**Run 1: M1 wires**

Scale bar: 20 um. Supply wires on this layer in grey.
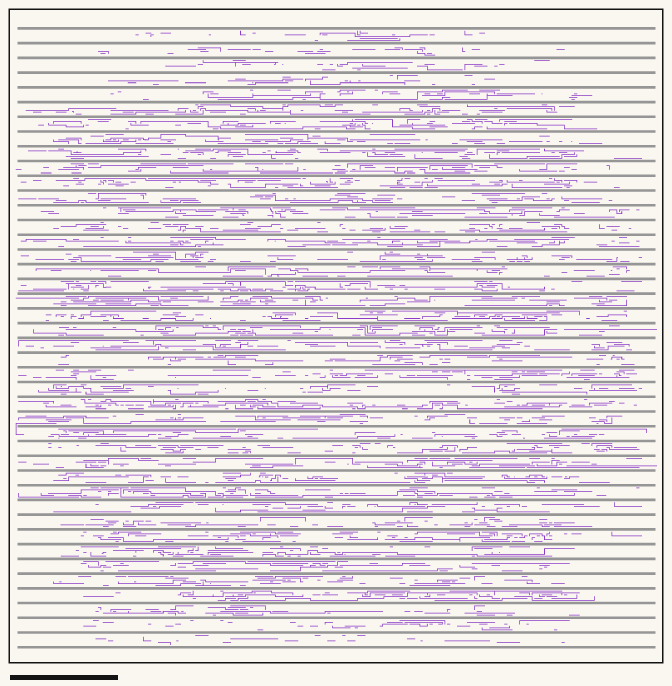
**Run 1: signal wires on met2**

Cells faint in the background.
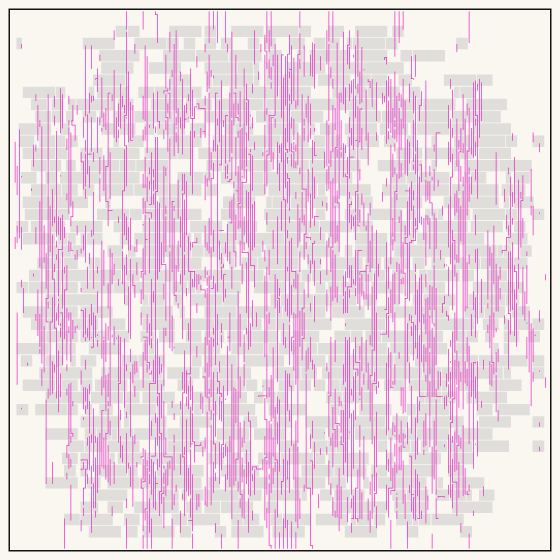
**Run 1: M3 wires**

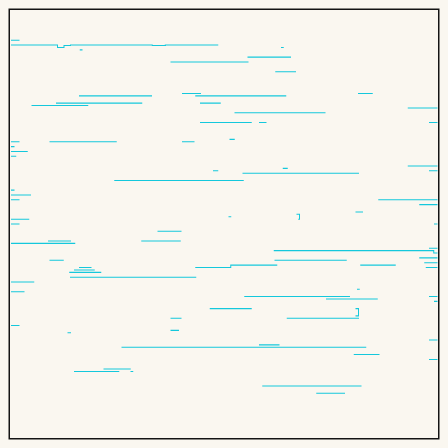
--- config.mk ---
export PLATFORM = sky130hd
export DESIGN_NAME = systolic_feeder
export DESIGN_NICKNAME = d
export VERILOG_FILES = /design/src/rtl/systolic_feeder.sv
export SDC_FILE = /design/constraint.sdc
export NUM_CORES = 1
export LEC_CHECK = 0
export CORE_UTILIZATION = 57
export DETAILED_ROUTE_END_ITERATION = 7
export GPL_ROUTABILITY_DRIVEN = 1
export PLACE_DENSITY = 0.79
export SYNTH_ARGS = -nofsm -noshare
export SYNTH_HDL_FRONTEND = slang
export SYNTH_SLANG_ARGS = --single-unit
--- constraint.sdc ---
create_clock -name clk -period 2.41 [get_ports clk]
set_input_delay 0.482 -clock clk [delete_from_list [all_inputs] [get_ports clk]]
set_output_delay 0.482 -clock clk [all_outputs]
set_load 0.1 [all_outputs]
--- src/rtl/systolic_feeder.sv ---
// systolic_feeder: buffers a 3x3 A and B matrix and streams them,
// unskewed, into a 3x3 systolic array, then flushes and signals done.
//
// Ports
//   clk        rising-edge clock
//   reset      synchronous active-high reset (FSM, outputs, buffers)
//   wr_en      buffer write strobe (ignored while busy)
//   wr_sel     0 = A buffer, 1 = B buffer
//   wr_addr    element index row*3+col (9..15 ignored)
//   wr_data    element value
//   start      begin a multiply (sampled only in IDLE)
//   a1..a3     array row operands, a_i = A[i][k]
//   b1..b3     array column operands, b_j = B[k][j]
//   array_clr  drives the array's reset input
//   busy       high from the cycle after start through the done cycle
//   done       one-cycle pulse, array results final in this cycle
//
// Build option
//   SYSTOLIC_FEEDER_CLR_EN  adds a CLEAR state pulsing array_clr
//                           before each stream; undefined ties it to 0.

module systolic_feeder #(
  parameter int data_size    = 8,
  parameter int FLUSH_CYCLES = 4
) (
  input  logic                 clk,
  input  logic                 reset,
  input  logic                 wr_en,
  input  logic                 wr_sel,
  input  logic [3:0]           wr_addr,
  input  logic [data_size-1:0] wr_data,
  input  logic                 start,
  output logic [data_size-1:0] a1,
  output logic [data_size-1:0] a2,
  output logic [data_size-1:0] a3,
  output logic [data_size-1:0] b1,
  output logic [data_size-1:0] b2,
  output logic [data_size-1:0] b3,
  output logic                 array_clr,
  output logic                 busy,
  output logic                 done
);

  localparam int FW = $clog2(FLUSH_CYCLES + 1);
  localparam int VW = 6 * data_size;

  typedef enum logic [2:0] {
    S_IDLE,
`ifdef SYSTOLIC_FEEDER_CLR_EN
    S_CLEAR,
`endif
    S_STREAM,
    S_FLUSH,
    S_DONE
  } state_t;

  state_t state_q;

  logic [1:0]    k_q;
  logic [FW-1:0] fl_q;

  logic [data_size-1:0] abuf_q [9];
  logic [data_size-1:0] bbuf_q [9];
  logic [data_size-1:0] abuf_d [9];
  logic [data_size-1:0] bbuf_d [9];

  logic [VW-1:0] out_q;
  logic          busy_q;
  logic          done_q;

  logic          wr_ok;
  logic [1:0]    ld_k;
  logic [VW-1:0] ld_vec;

`ifdef SYSTOLIC_FEEDER_CLR_EN
  logic clr_q;
  assign array_clr = clr_q;
`else
  assign array_clr = 1'b0;
`endif

  assign {a1, a2, a3, b1, b2, b3} = out_q;
  assign busy = busy_q;
  assign done = done_q;

  // Writes only land while idle; busy_q is low exactly in IDLE.
  assign wr_ok = wr_en && !busy_q && (wr_addr <= 4'd8);

  // Next buffer contents. Stream loads read these so that a write in
  // the same cycle as start is already visible to the first step.
  always_comb begin
    for (int i = 0; i < 9; i++) begin
      abuf_d[i] = abuf_q[i];
      bbuf_d[i] = bbuf_q[i];
      if (wr_ok && (wr_addr == 4'(i))) begin
        if (wr_sel) begin
          bbuf_d[i] = wr_data;
        end else begin
          abuf_d[i] = wr_data;
        end
      end
    end
  end

  // Step to load on the coming edge: next k while streaming,
  // otherwise the first step.
  assign ld_k = (state_q == S_STREAM) ? (k_q + 2'd1) : 2'd0;

  // a_i takes column k of A, b_j takes row k of B.
  always_comb begin
    ld_vec = '0;
    case (ld_k)
      2'd0: ld_vec = {abuf_d[0], abuf_d[3], abuf_d[6],
                      bbuf_d[0], bbuf_d[1], bbuf_d[2]};
      2'd1: ld_vec = {abuf_d[1], abuf_d[4], abuf_d[7],
                      bbuf_d[3], bbuf_d[4], bbuf_d[5]};
      2'd2: ld_vec = {abuf_d[2], abuf_d[5], abuf_d[8],
                      bbuf_d[6], bbuf_d[7], bbuf_d[8]};
      default: ld_vec = '0;
    endcase
  end

  always_ff @(posedge clk) begin
    if (reset) begin
      state_q <= S_IDLE;
      k_q     <= '0;
      fl_q    <= '0;
      out_q   <= '0;
      busy_q  <= 1'b0;
      done_q  <= 1'b0;
`ifdef SYSTOLIC_FEEDER_CLR_EN
      clr_q   <= 1'b0;
`endif
      for (int i = 0; i < 9; i++) begin
        abuf_q[i] <= '0;
        bbuf_q[i] <= '0;
      end
    end else begin
      for (int i = 0; i < 9; i++) begin
        abuf_q[i] <= abuf_d[i];
        bbuf_q[i] <= bbuf_d[i];
      end
      // Operands are zero except in stream steps.
      out_q  <= '0;
      done_q <= 1'b0;
`ifdef SYSTOLIC_FEEDER_CLR_EN
      clr_q  <= 1'b0;
`endif
      case (state_q)
        S_IDLE: begin
          if (start) begin
            busy_q  <= 1'b1;
`ifdef SYSTOLIC_FEEDER_CLR_EN
            state_q <= S_CLEAR;
            clr_q   <= 1'b1;
`else
            state_q <= S_STREAM;
            k_q     <= 2'd0;
            out_q   <= ld_vec;
`endif
          end
        end
`ifdef SYSTOLIC_FEEDER_CLR_EN
        S_CLEAR: begin
          state_q <= S_STREAM;
          k_q     <= 2'd0;
          out_q   <= ld_vec;
        end
`endif
        S_STREAM: begin
          if (k_q == 2'd2) begin
            state_q <= S_FLUSH;
            fl_q    <= '0;
          end else begin
            k_q   <= k_q + 2'd1;
            out_q <= ld_vec;
          end
        end
        S_FLUSH: begin
          if (fl_q == FW'(FLUSH_CYCLES - 1)) begin
            state_q <= S_DONE;
            done_q  <= 1'b1;
          end else begin
            fl_q <= fl_q + 1'b1;
          end
        end
        S_DONE: begin
          state_q <= S_IDLE;
          busy_q  <= 1'b0;
          k_q     <= '0;
          fl_q    <= '0;
        end
        default: begin
          state_q <= S_IDLE;
          busy_q  <= 1'b0;
        end
      endcase
    end
  end

endmodule
==> results.txt, run 1 <==
flow finished, numbers: status finished clean, beginning of the critical path state_q[1], achievable frequency roughly 500 MHz, Final GP Congestion 0.828, layout cell share with drive strength beyond 1 about a fifth, overall chip area 14500 um^2, Residual DRC 0, Avg Synthesized Cell Area 10.4 um^2, hold slack 270 ps, post-synth cell types 43, die y size 120 um, Root Buffer Master sky130_fd_sc_hd__clkbuf_16, commonest register cell after synthesis sky130_fd_sc_hd__dfxtp_1, Worst Hold Class input port to register, Max H-tree Level 1, global-route usage over all layers 24.7%, Floorplan Core Area 13500 um^2, ANT cells 0, CTS tree built, I/O pins 68, reported max-cap violation count 0, post-DR vias/cell roughly 6, final-report max-slew violation count 0, number of buffers inserted by port buffering 66, initial antenna violation count 0, Detailed Place HPWL 11.3 mm, unrepaired setup endpoints after global routing false, cell area after technology mapping between 7000 and 8000 um^2, sink count of the clock tree about 200, Post-CTS Resized 0, instance count of the mapped netlist 768, post-synthesis net count 792, largest voltage drop on the vdd net 0.000484 V, count of non-filler cells in the finished layout 1010, worst-margin pin slew 687 ps, cell with the most instances after synthesis sky130_fd_sc_hd__dfxtp_1, Log Warnings 29, largest net degree at the start of global routing between 50 and 60, number of rows in the core area around 42, Period Utilization, post-route 82.1%, most numerous logic cells after layout sky130_fd_sc_hd__dfxtp_1, sky130_fd_sc_hd__nor2_1, sky130_fd_sc_hd__mux2i_1, sky130_fd_sc_hd__buf_4, required time reported for the critical path endpoint 2720 ps, number of nets in the layout between 800 and 900, routed metal-1 wire length 7.82 mm, grt ovf 0, area growth from synthesis to layout 17.5%, top fanout value on the critical path ~40, PwrDens 785 nW/um^2, startpoint of the most critical register-to-register path state_q[1], post-synthesis cell count from yosys approximately 770, length of routed met3 wiring 854 um, maximum buffer depth of the clock tree 3, Min-Delay Path Depth 2, Hold Crit Start reset, highest layer used for signal routing met4, top post-synthesis cells by area sky130_fd_sc_hd__dfxtp_1, sky130_fd_sc_hd__mux2i_1, sky130_fd_sc_hd__o21ba_2, number of search-and-repair iterations in the first detailed-routing pass 5, setup slack of the worst register-to-register path 430 ps, crit path setup slack, layout 431 ps, Worst EP arrival between 2000 and 2500 ps, number of endpoints failing setup at the final stage 0, Synth top cells by count sky130_fd_sc_hd__dfxtp_1, sky130_fd_sc_hd__nor2_1, sky130_fd_sc_hd__mux2i_1, Post-synth EDFFs 0, setup tns final 0 ps, starting DRC count in detailed routing 378, type of destination of the critical path register, Routed Antenna Nets 0, number of clock buffers inserted by TritonCTS 21, wire length of the first global-routing pass 28.9 mm, worst slew margin relative to its limit 54.1%, dominant cell type by area after synthesis sky130_fd_sc_hd__dfxtp_1, sequential share of the synthesized area 50.4%, clock slew at reported path FFs 60 ps, kind of start point of the critical path register, worst r2r path cells 7, average detailed-routed wire length per instance 17.7 um, top logic cell by instance count in the layout sky130_fd_sc_hd__dfxtp_1, Min-Delay Endpoint k_q[1], asr flop ratio synth 0%, number of buffers added to fix hold violations after cts 0, worst r2r dst out_q[14], number of global-route vias before repair 5854, final period demand of the worst path 1980 ps, Cells after DPL 980, Post-CTS Setup Inserts 0, kind of critical path register to register, area figure in the yosys stat output 7990 um^2, Largest type area fraction 50.4%, Fin. Hold Viols 0, Die Span X around 120 um, setup slack after placement 56.2 ps, Setup Skew ~4.5 ps, Yosys warning total 0, length of routed met2 wiring 8.97 mm, leakage component of the power around 4.3 nW, Seq cells post-synth approximately 200, clock network latency to the later pin of the worst-skew pair between 400 and 500 ps, initial cell density of the core 59.4%
## Picture notes: 'M1 wires'
799 nets have wire on it. The wires run mostly horizontal.
via count: 5929
grt met1 use: 31.3%
routed wire length: 17.9 mm

## Picture notes: 'signal wires on met2'
The longest straight run is 52.7 um. The layer carries 8970 um of wire. 756 nets have wire on it.
met2 routing resource usage after global routing: 44.3%

## Picture notes: 'M3 wires'
The wires run mostly horizontal. The longest straight run is 68.5 um. 59 nets have wire on it. The layer carries 855 um of wire. The layer holds 4.8% of the routed length.
GR met3 Demand/Resource: 3.54%

## run 1: report_power, final
part / internal (mW) / leakage [nW] / switching, mW
logic: 0.365 / 2.37 / 0.720
clock network: 1.64 / 0.287 / 1.19
registers: 3.39 / 1.62 / 0.0668
## run 1: through the flow
| stage | area (um^2) | power, mW | utilization [%] |
|---|---|---|---|
| 6_report | 9380 | 7.36 | 69.7 |
| 5_1_grt | 9380 | 7.63 | 69.7 |
| 4_1_cts | 9380 | 7.41 | 69.7 |
| 3_5_place_dp | 8800 | 4.61 | 65.4 |
| 3_3_place_gp | 8800 | 4.56 | 65.4 |
| 2_1_floorplan | 7990 | 4.26 | - |
## run 1: layer usage
metal  global-route usage (%)  vias up
li1                         -     2866
met4                     5.63        0
met1                     31.3     2908
met5                        0        -
met2                     44.3      129
met3                     3.54       26
## run 1: registers in the layout, indices dropped and copies added (netlist names)
signal	flops
abuf_q	72
bbuf_q	72
busy	1
done	1
fl_q	3
k_q	2
out_q	48
state_q	2
## run 1: worst max-delay path, stage by stage (launching register included)
cell and delay (ps):
sky130_fd_sc_hd__dfxtp_1 380, sky130_fd_sc_hd__inv_1 80, sky130_fd_sc_hd__ha_1 300, sky130_fd_sc_hd__nand2b_2 210
sky130_fd_sc_hd__a21oi_2 90, sky130_fd_sc_hd__nand3_1 90, sky130_fd_sc_hd__buf_4 420, sky130_fd_sc_hd__o221ai_1 240
## run 1: how the worst max path moves through the flow
stage | to | slack, ps | cells past startpoint
final | out_q[14] | 430 | 7
after global routing | out_q[38] | 250 | 7
after CTS | out_q[38] | 420 | 7
after detailed placement | out_q[1] | 60 | 6
after global placement | out_q[19] | 120 | 7
after floorplan | out_q[10] | 220 | 6
## run 1: final cells by class
| type | instances | area (um^2) |
|---|---|---|
| fillers | 1031 | 4070 |
| flip-flops and latches | 201 | 4020 |
| multi-input cells | 498 | 3670 |
| repair buffers | 97 | 853 |
| clock buffers | 28 | 572 |
| well taps | 176 | 220 |
| inverters | 8 | 30.0 |
| clock inverters | 2 | 10.0 |
## run 1: cells by family after synthesis
logic type	count (synthesis)	synth area share, %
buffers and inverters	69	3.78
adders and majority gates	7	1.10
AOI/OAI and AO/OA	204	20.1
other	1	0.0470
DFF	201	50.4
muxes	101	12.7
and+or+nand+nor	185	12.0
**Run 1: met4 routing**

Scale bar: 20 um. Supply wires on this layer in grey.
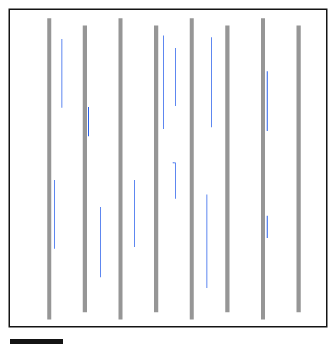

==> run 2, diff against run 1 <==
Settings changed: CORE_UTILIZATION 57 to 52, PLACE_DENSITY 0.79 to 0.76.
Clock period 2.41 ns to 1.8 ns, I/O delays scaled along.
**Run 2: met4 routing**

Scale bar: 50 um. Supply wires on this layer in grey.
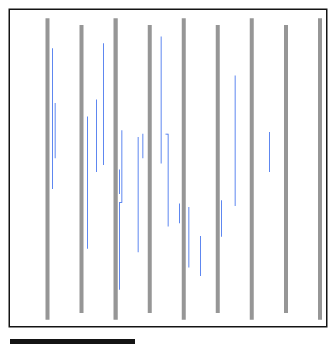
The longest straight run is 55.8 um. The wires run mostly vertical.

==> run 2 against run 1 <==
Fmax grew 10%. Final cell count is 6.6% higher. Hold slack lost 110 ps. Setup slack got worse by 420 ps. First-iteration DRC count is 51% higher. Power rose by 53%. Global-route usage up 0.60 points. Area after synthesis stayed put. Combinational power up 97%. Critical endpoint is now out_q[39].
==> results.txt, run 2 <==
flow finished, numbers: Seq cells post-synth 201 (unchanged), NetSw 3.03 mW (+54%), cell area after layout 10900 um^2 (+16%), status finished clean, clock slew at reported path FFs 60 ps (about the same), part of the total power dissipated in sequential elements 41.3% (-5.6 points), CTS tree built, Routed Antenna Nets 0 (unchanged), cell area after technology mapping 7990 um^2 (unchanged), average detailed-routed wire length per instance 19.3 um (+8.6%), number of global-route vias before repair 6343 (+8.4%), type of destination of the critical path register, grt ovf 0 (unchanged), post-synthesis net count 792 (unchanged), Largest type area fraction 50.4% (unchanged), I/O pins 68 (unchanged), portion of total power attributed to combinational logic 18.9% (+4.2 points), unrepaired setup endpoints after global routing true, number of search-and-repair iterations in the first detailed-routing pass 7 (+2), Worst Hold Class input port to register, commonest register cell after synthesis sky130_fd_sc_hd__dfxtp_1, initial antenna violation count 1 (+1), Detailed Place HPWL 12.1 mm (+7.8%), Setup Skew 9.59 ps (+5.10 ps), maximum buffer depth of the clock tree 3 (unchanged), Floorplan Core Area 14800 um^2 (+9.7%), Log Warnings 30 (+3.4%), via count 6389 (+7.8%), die y size 126 um (+4.6%), layout cell share with drive strength beyond 1 29.0% (+7.9 points), worst-margin pin slew 541 ps (-146 ps), Die Span X 126 um (+4.6%), overall chip area 15900 um^2 (+9.5%), global-route usage over all layers 25.3% (+0.60 points), area growth from synthesis to layout 36.0%, largest net degree at the start of global routing 94 (+65%), Synth top cells by count sky130_fd_sc_hd__dfxtp_1, sky130_fd_sc_hd__nor2_1, sky130_fd_sc_hd__mux2i_1, worst slew margin relative to its limit 64.0% (+9.9 points), number of endpoints failing setup at the final stage 0 (unchanged), ANT cells 0 (unchanged), Yosys warning total 0 (unchanged), Post-synth EDFFs 0 (unchanged), post-synthesis cell count from yosys 768 (unchanged), asr flop ratio synth 0% (unchanged), leakage component of the power 4.86 nW (+13%), achievable frequency 558 MHz (+10%), kind of critical path register to register, wire length of the first global-routing pass 32.3 mm (+12%), power after layout 11.3 mW (+53%), Max H-tree Level 1 (unchanged), sequential share of the synthesized area 50.4% (unchanged), top post-synthesis cells by area sky130_fd_sc_hd__dfxtp_1, sky130_fd_sc_hd__mux2i_1, sky130_fd_sc_hd__o21ba_2, reported max-cap violation count 0 (unchanged), Root Buffer Master sky130_fd_sc_hd__clkbuf_16, routed wire length 20.8 mm (+16%), placement-stage cell area 9830 um^2 (+12%), final period demand of the worst path 1790 ps (-186 ps), top fanout value on the critical path 48 (+20%), number of rows in the core area 44 (+4.8%), instance count of the mapped netlist 768 (unchanged), post-DR vias/cell 5.93 (+1.1%), cell with the most instances after synthesis sky130_fd_sc_hd__dfxtp_1, clock network latency to the later pin of the worst-skew pair 490 ps (about the same), Avg Synthesized Cell Area 10.4 um^2 (unchanged), number of buffers added to fix hold violations after cts 0 (unchanged), area figure in the yosys stat output 7990 um^2 (unchanged), largest voltage drop on the vdd net 0.000894 V (+85%), Worst EP arrival 2180 ps (-110 ps), dominant cell type by area after synthesis sky130_fd_sc_hd__dfxtp_1, Fin. Hold Viols 0 (unchanged), number of buffers inserted by port buffering 66 (unchanged), starting DRC count in detailed routing 572 (+51%), largest registers in the final layout abuf_q (72), bbuf_q (72), out_q (48), Residual DRC 0 (unchanged), Final GP Congestion 0.797 (-3.7%), internal power component 8.26 mW (+53%), Period Utilization, post-route 99.6% (+18 points), sink count of the clock tree 201 (unchanged), kind of start point of the critical path register, post-synth cell types 43 (unchanged), relative contribution of the clock network to total power 39.8% (+1.5 points), net switching share of the total power 26.8% (+0.041 points), required time reported for the critical path endpoint 2180 ps (-540 ps), top logic cell by instance count in the layout sky130_fd_sc_hd__dfxtp_1, most numerous logic cells after layout sky130_fd_sc_hd__dfxtp_1, sky130_fd_sc_hd__nor2_1, sky130_fd_sc_hd__mux2i_1, sky130_fd_sc_hd__buf_12, sky130_fd_sc_hd__buf_4, number of nets in the layout 904 (+6.2%), number of clock buffers inserted by TritonCTS 21 (unchanged), final-report max-slew violation count 0 (unchanged), initial cell density of the core 54.1% (-5.2 points), PwrDens 1040 nW/um^2 (+32%)
-- run 2: power groups by stage --
stage          Combinational (mW)  Sequential (mW)  Clock [mW]
6_report                     2.13             4.66        4.49
5_1_grt                      2.25             4.66        4.71
4_1_cts                      1.79             4.64        4.52
3_5_place_dp                 1.61             4.73           0
3_3_place_gp                 1.53             4.72           0
2_1_floorplan               0.850             4.87           0
-- run 2: timing repair --
item | in CTS | in global routing
cloned | 1 | 3
setup buffers | 1 | 8
pin swaps | 1 | 3
endpoints found under the setup margin | 43 | 57
gates resized | 11 | 34
-- run 2: worst paths after layout --
check | from | end | slack, ps | cells past startpoint
worst min register to register | abuf_q[0][53] | abuf_q[0][53] | 490 | 2
worst min-delay path | reset | k_q[0] | 160 | 2
worst max-delay path | state_q[1] | out_q[39] | 7 | 8
worst max register to register | state_q[1] | out_q[39] | 7 | 8
-- run 2: area by class of cell --
class | count | area, um^2
flip-flops and latches | 201 | 4030
fillers | 957 | 3890
multi-input cells | 498 | 3800
repair buffers | 150 | 2050
clock buffers | 29 | 606
well taps | 184 | 230
clock inverters | 7 | 116
inverters | 8 | 30.0
-- run 2: cells by family (layout without fill, tap and decap cells) --
kind of cell / Yosys count / after routing / synth area share [%]
compound gates: 204 / 204 / 20.1
flops: 201 / 201 / 50.4
simple gates: 185 / 185 / 12.0
mux: 101 / 101 / 12.7
buf+inv: 69 / 194 / 3.78
fa+ha+maj: 7 / 7 / 1.10
other cells: 1 / 1 / 0.0470
-- run 2: per-stage QoR --
stage,setup slack [ps],TNS [ps],cells,hold slack (ps),util [%]
3_3_place_gp,-477,-53260,1028,468,66.6
2_1_floorplan,64.3,0,768,455,-
4_1_cts,2.40,0,1066,154,72.2
3_5_place_dp,-482,-60950,1028,478,66.6
6_report,7.12,0,1077,163,73.6
5_1_grt,-63.5,-547,1077,162,73.6
-- run 2: routing by layer --
layer,wire (um),up-vias,part of all wire (%),global-route usage [%]
met1,8680,3155,42,32.4
li1,-,2980,-,-
met2,10300,208,50,43.4
met5,8,-,0.039,0
met3,1230,44,5.9,4.21
met4,551,2,2.7,8.36
-- run 2: critical path, cell delays in order, from the launching register on --
cell                       delay [ps]
sky130_fd_sc_hd__dfxtp_4          360
sky130_fd_sc_hd__inv_2            100
sky130_fd_sc_hd__ha_4             180
sky130_fd_sc_hd__nand2b_4          80
sky130_fd_sc_hd__buf_4            150
sky130_fd_sc_hd__a21oi_2          140
sky130_fd_sc_hd__nand3_1          130
sky130_fd_sc_hd__buf_12           200
sky130_fd_sc_hd__o221ai_1         290
==> run 3, diff against run 2 <==
Settings changed: ABC_CLOCK_PERIOD_IN_PS set to 1800.
**Run 3: met4 routing**

Scale bar: 50 um. Supply wires on this layer in grey.
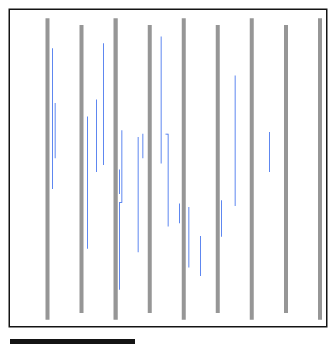
The layer holds 2.7% of the routed length. The longest straight run is 55.8 um.

==> run 3 against run 2 <==
Register-to-register slack is essentially flat. Fmax did not move. Sequential power barely moved. First-iteration DRC count stayed put. Largest power group unchanged. Setup slack unchanged. Hold slack is the same. Wire length stayed put. Utilization did not move. Critical path depth stayed put.
==> results.txt, run 3 <==
flow finished, numbers: status finished clean, cell area after technology mapping 7990 um^2 (unchanged), beginning of the critical path state_q[1], number of clock buffers inserted by TritonCTS 21 (unchanged), kind of critical path register to register, final period demand of the worst path 1790 ps (unchanged), area growth from synthesis to layout 36.0% (unchanged), post-synth cell types 43 (unchanged), achievable frequency 558 MHz (unchanged), fill count 957 (unchanged), clock slew at reported path FFs 60 ps (about the same), commonest register cell after synthesis sky130_fd_sc_hd__dfxtp_1, Yosys warning total 0 (unchanged), leakage component of the power 4.86 nW (unchanged), Worst Hold Class input port to register, Routed Antenna Nets 0 (unchanged), instance count of the mapped netlist 768 (unchanged), worst-margin pin slew 541 ps (unchanged), top fanout value on the critical path 48 (unchanged), die y size 126 um (unchanged), area figure in the yosys stat output 7990 um^2 (unchanged), I/O pins 68 (unchanged), cell with the most instances after synthesis sky130_fd_sc_hd__dfxtp_1, Avg Synthesized Cell Area 10.4 um^2 (unchanged), sink count of the clock tree 201 (unchanged), wire length of the first global-routing pass 32.3 mm (unchanged), unrepaired setup endpoints after global routing true, dominant cell type by area after synthesis sky130_fd_sc_hd__dfxtp_1, Max H-tree Level 1 (unchanged), Worst EP arrival 2180 ps (about the same), number of nets in the layout 904 (unchanged), top logic cell by instance count in the layout sky130_fd_sc_hd__dfxtp_1, largest voltage drop on the vdd net 0.000894 V (unchanged), Setup Skew 9.59 ps (unchanged), Root Buffer Master sky130_fd_sc_hd__clkbuf_16, most numerous logic cells after layout sky130_fd_sc_hd__dfxtp_1, sky130_fd_sc_hd__nor2_1, sky130_fd_sc_hd__mux2i_1, sky130_fd_sc_hd__buf_12, sky130_fd_sc_hd__buf_4, Period Utilization, post-route 99.6% (unchanged), largest registers in the final layout abuf_q (72), bbuf_q (72), out_q (48), sequential share of the synthesized area 50.4% (unchanged), Min-Delay Endpoint k_q[0], average detailed-routed wire length per instance 19.3 um (unchanged), required time reported for the critical path endpoint 2180 ps (about the same), number of endpoints failing setup at the final stage 0 (unchanged), type of destination of the critical path register, final-report max-slew violation count 0 (unchanged), initial antenna violation count 1 (unchanged), worst slew margin relative to its limit 64.0% (unchanged), ANT cells 0 (unchanged), top post-synthesis cells by area sky130_fd_sc_hd__dfxtp_1, sky130_fd_sc_hd__mux2i_1, sky130_fd_sc_hd__o21ba_2, asr flop ratio synth 0% (unchanged), post-DR vias/cell 5.93 (unchanged), Post-synth EDFFs 0 (unchanged), Hold Crit Start reset, global-route usage over all layers 25.3% (unchanged), Seq cells post-synth 201 (unchanged), CTS tree built, PwrDens 1040 nW/um^2 (unchanged), Log Warnings 30 (unchanged), Fin. Hold Viols 0 (unchanged), largest net degree at the start of global routing 94 (unchanged), number of search-and-repair iterations in the first detailed-routing pass 7 (unchanged), Detailed Place HPWL 12.1 mm (unchanged), startpoint of the most critical register-to-register path state_q[1]
## run 3: cell counts after synthesis
Identical to the previous run, type by type.
## run 3: cells by family (layout without fill, tap and decap cells)
logic type                 count (synthesis)  count (layout)  share of synthesized area (%)
AOI/OAI and AO/OA                        204             204                           20.1
other                                      1               1                         0.0470
buffers and inverters                     69             194                           3.78
DFF                                      201             201                           50.4
and+or+nand+nor                          185             185                           12.0
adders and majority gates                  7               7                           1.10
muxes                                    101             101                           12.7
## run 3: per-stage QoR
stage          area [um^2]  setup WS (ps)  setup TNS, ps  instances  power, mW
2_1_floorplan         7990           64.3              0        768       5.72
3_3_place_gp          9830           -477         -53260       1028       6.25
3_5_place_dp          9830           -482         -60950       1028       6.35
4_1_cts              10600           2.40              0       1066       11.0
5_1_grt              10900          -63.5           -547       1077       11.6
6_report             10900           7.12              0       1077       11.3
## run 3: where the power goes
group / switching, mW / internal, mW / total [mW]
Combinational: 1.21 / 0.928 / 2.13
Sequential: 0.105 / 4.55 / 4.66
Clock: 1.72 / 2.78 / 4.49
## run 3: layout make-up
class,instances,area (um^2),area share [%]
inverters,8,30.0,0.276
clock buffers,29,606,5.58
repair buffers,150,2050,18.9
clock inverters,7,116,1.07
flip-flops and latches,201,4030,37.1
well taps,184,230,2.12
multi-input cells,498,3800,35.0
## run 3: routing by layer
layer | global-route usage (%) | vias up | routed length, um
met2 | 43.4 | 208 | 10300
met5 | 0 | - | 8
met3 | 4.21 | 44 | 1230
met1 | 32.4 | 3155 | 8680
li1 | - | 2980 | -
met4 | 8.36 | 2 | 551
## run 3: repair_timing
| item | CTS | global route |
|---|---|---|
| resized | 11 | 34 |
| setup endpoints to repair | 43 | 57 |
| setup buffers | 1 | 8 |
| hold buffers | 0 | 0 |
| gates cloned | 1 | 3 |
| pin swaps | 1 | 3 |
## run 3: worst max path at each step
stage	to	depth (start not counted)
after global routing	out_q[30]	5
final	out_q[39]	8
after detailed placement	out_q[21]	6
after global placement	out_q[29]	6
after floorplan	out_q[11]	7
after CTS	out_q[40]	6
## run 3: worst max-delay path, cell delays in order, from the launching register on
cell                       delay [ps]
sky130_fd_sc_hd__dfxtp_4          360
sky130_fd_sc_hd__inv_2            100
sky130_fd_sc_hd__ha_4             180
sky130_fd_sc_hd__nand2b_4          80
sky130_fd_sc_hd__buf_4            150
sky130_fd_sc_hd__a21oi_2          140
sky130_fd_sc_hd__nand3_1          130
sky130_fd_sc_hd__buf_12           200
sky130_fd_sc_hd__o221ai_1         290
No activity file was given, so power comes from the tool's default toggle rates.
